Figure 1. Wire density map.
(1.5 px per µm) The die is cut into 24 by 24 equal tiles; dark purple is low, yellow is high, scaled to the fullest tile. Values are wire area over tile area, all layers added.
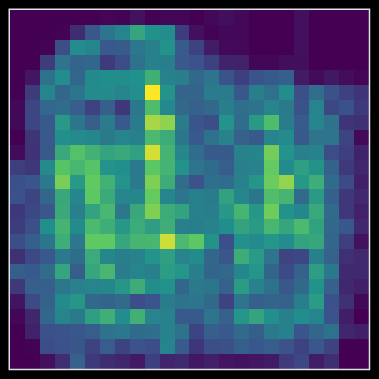
Figure 2. Cell placement.
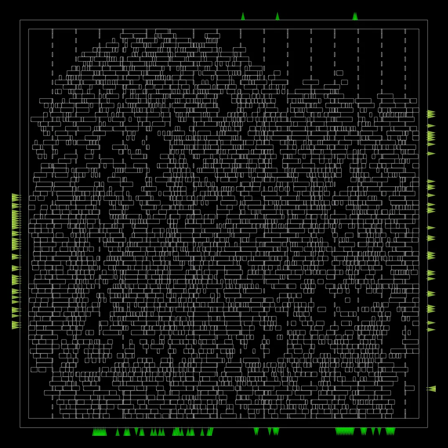
Figure 3. Power grid.
(2 px per µm) Pins as bars on the die edge.
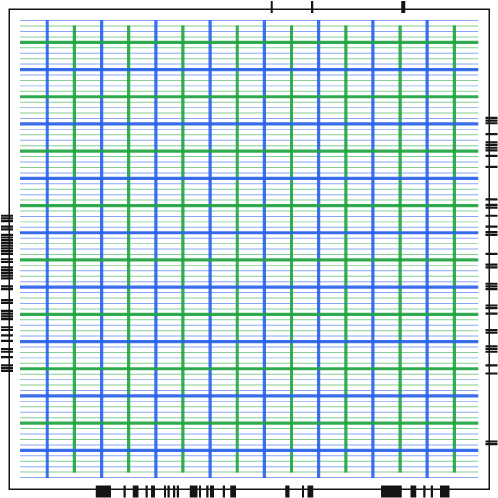
Figure 4. Layout detail.
Region (95, 142) to (145, 192) µm. Cells in grey, sequential cells in the stronger grey; small squares are vias.
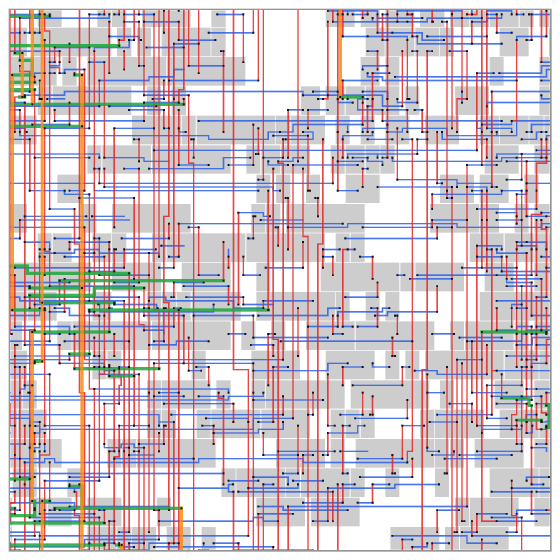
==> config.mk <==
export PLATFORM = sky130hd
export DESIGN_NAME = mul32_karatsuba_seq
export DESIGN_NICKNAME = d
export VERILOG_FILES = /design/src/rtl/mul32_karatsuba_seq.sv
export SDC_FILE = /design/constraint.sdc
export NUM_CORES = 1
export LEC_CHECK = 0
export CAP_MARGIN = 20
export CORE_MARGIN = 5
export CORE_UTILIZATION = 47
export CTS_BUF_LIST = sky130_fd_sc_hd__clkbuf_8 sky130_fd_sc_hd__clkbuf_16
export CTS_CLUSTER_SIZE = 16
export DETAILED_ROUTE_END_ITERATION = 10
export PLACE_DENSITY_LB_ADDON = 0.3
export SYNTH_ARGS = -nofsm -noshare
export SYNTH_HDL_FRONTEND = slang
export SYNTH_SLANG_ARGS = --single-unit
==> constraint.sdc <==
create_clock -name clk_i -period 29.9 [get_ports clk_i]
set_input_delay 5.98 -clock clk_i [delete_from_list [all_inputs] [get_ports clk_i]]
set_output_delay 5.98 -clock clk_i [all_outputs]
set_load 0.005 [all_outputs]
==> results.cfg <==
; flow metrics
[clocking]
cts_resized = 0
root_buffer = clkbuf_16
cts.sinks = 230
cts_setup_buffers = 0
cts_hold_buffers = 0
clkLatencyLatePin_ps = 560
cts_htree_levels = 1
cts.reportedPaths.clkPinSlew_ps = 60
cts_tree = built
cts_made_buffers = 27
cts.path.max_buffers = 3

[floorplan]
rows = 84
initCoreUtil = 0.472
chipArea_mm2 = 0.0572
pin_count = 135

[worst_setup_path]
cp_max_fo = 4
slowest_delay_ps = 550
cp_num_buf_inv = 2
cp-start-kind = input port
critical_path_class = input port to output pin
cp_num_cells = 4
r2r_cells = 43
cp.required_ps = 23920
slowest_stage = clkdlybuf4s50_1
critPathCaptureType = output pin
cp_top_family = buffers and inverters
crit_top_cell = clkdlybuf4s50_1
worstPathArrival_ps = 7380
rrSetupSlack_ps = 18330
crit_chain = clkdlybuf4s50_1, nand3_1, a21oi_1, clkdlybuf4s50_1

[global_route]
grt_max_degree = 108
grt_first_pass_wirelength_um = 115000
grt_pass1_vias = 20526
antenna_found_initial = 0
overflow = 0

[yosys]
yosys_area_mm2 = 0.0247
yosys_warnings = 0
ff_type = dfrtp_1
synthTopCellsByCount = nand2_1, inv_1, fa_1
top_cell_area_share = 0.233
avgSynthCellArea_um2 = 8.83
synth-seq-area-share = 0.233
synth_top_cell_by_count = nand2_1
synthDistinctLibCells = 72
fp_nets = 3332
ys.flops = 230
synth-edff-count = 0
synth_area_mm2 = 0.0247
synthArstFlopShare = 1.00
largest_area_cell = dfrtp_1
top_cells_by_area = dfrtp_1, fa_1, ha_1
synthCells = 2797
ys_cells = 2797

[sta]
period_used_share = 0.447
finClkSkew_ps = 13.2
tightest_slew_ps = 1110
timing_hold_violations_final = 0
setup_viol = 0
rsz0062_at_grt = false
finalMaxSlewViolations = 0
fin_setup_tns_ps = 0
setup_ws_ps = 16540
post-route-min-period_ps = 13360
maxSlewHeadroom = 0.262
fmax_mhz = 74.9

[placement]
place_ws_ps = 16550
portBuffers = 134
place_hpwl_um = 58600
place.gp.congestion = 0.960
place_inst = 3535

[hold_path]
min_path_type = flop to flop
hold-path-cell-count = 2

[detailed_routing]
vias = 20283
vias_per_cell = 5.66
drc = 0
dr.pass1.iters = 5
postRouteAntennaNets = 0
drtIter0Drc = 1443
avgRoutedWirePerCell_um = 20.3

[job]
tool_warnings = 31
cap_viol_max_count = 0

[status]
status = finished clean

[final_layout]
largest_reg_flops = 64
antenna_cells = 0
synthToLayoutAreaGrowth_pct = 11.8
layoutNonFillerInstCount = 3584
final_nets = 3411
drive_above_1_share = 0.0635
-- Figure 1 (at the start) --
mean over tiles: 0.21
nearly empty tiles: 11%
densest ninth of the die: centre
tiles over half the peak: 21%
fullest tile: 0.62
final WL: 72800 µm
GRT Overall Usage: 0.253

-- Figure 2 (at the start) --
Seq area share: 0.209
Finished Core Util: 0.527

-- Figure 3 (at the start) --
[VSS] blue
[VDD] green
signal pins: 135
met4 straps: 16
met1 rails: 85
met5 straps: 16
Die X: 239 µm
Die Y: 239 µm
core area: 0.0523 mm²

-- Figure 4 (at the start) --
[metal 3] green
[metal 2] red
[metal 4] orange
[metal 1] blue
most frequent: inv_1 (54), ha_1 (27), fa_1 (21)
sequential cells in the window: 0
cells with their middle in the window: 199

routing by layer:
metal | vias to the layer above | share of wire | GRT usage
met1 | 10042 | 0.43 | 0.341
li1 | 9475 | - | -
met2 | 627 | 0.48 | 0.429
met4 | 0 | 0.041 | 0.0873
met5 | - | 0 | 0
met3 | 139 | 0.052 | 0.0265
cells in the final DEF, fill, tap and decap left out, drive strengths merged, types with 13 or more instances in the layout:
master / n
dfrtp: 230
nand4: 13
buf: 31
nand2: 440
fa: 246
nor2: 155
inv: 379
ha: 221
o21bai: 26
nor2b: 19
a31oi: 23
o21a: 16
nand3: 29
a21oi: 131
xor2: 49
a22oi: 15
and2: 36
o21ai: 145
nor3: 23
o22ai: 77
nand2b: 27
xnor2: 88
clkdlybuf4s50: 133
and3: 13
clkbuf: 33
o31ai: 15
mux2: 72
a211oi: 15
a21o: 73
final cells by class:
cell class	count	area [µm²]
multi-input combinational	2083	17100
sequential	230	5760
fill	4903	24700
clock buffer	33	758
clock inverter	16	129
timing repair buffer	164	1570
tap	688	861
inverter	370	1390
per-stage QoR:
stage / hold WS [ps] / instance area (µm²)
final: 471 / 27600
after global placement: 462 / 26700
after CTS: 478 / 27600
after global routing: 499 / 27600
after detailed placement: 464 / 26700
after floorplan: 465 / 24700
cells by family after synthesis:
logic type               count (synthesis)  synth area share
buffers and inverters                  484            0.0750
flip-flops                             230             0.233
AND-OR/OR-AND                          613             0.160
XOR/XNOR                               137            0.0486
adder cells (fa/ha/maj)                467             0.311
AND/OR/NAND/NOR                        793             0.139
multiplexers                            73            0.0332
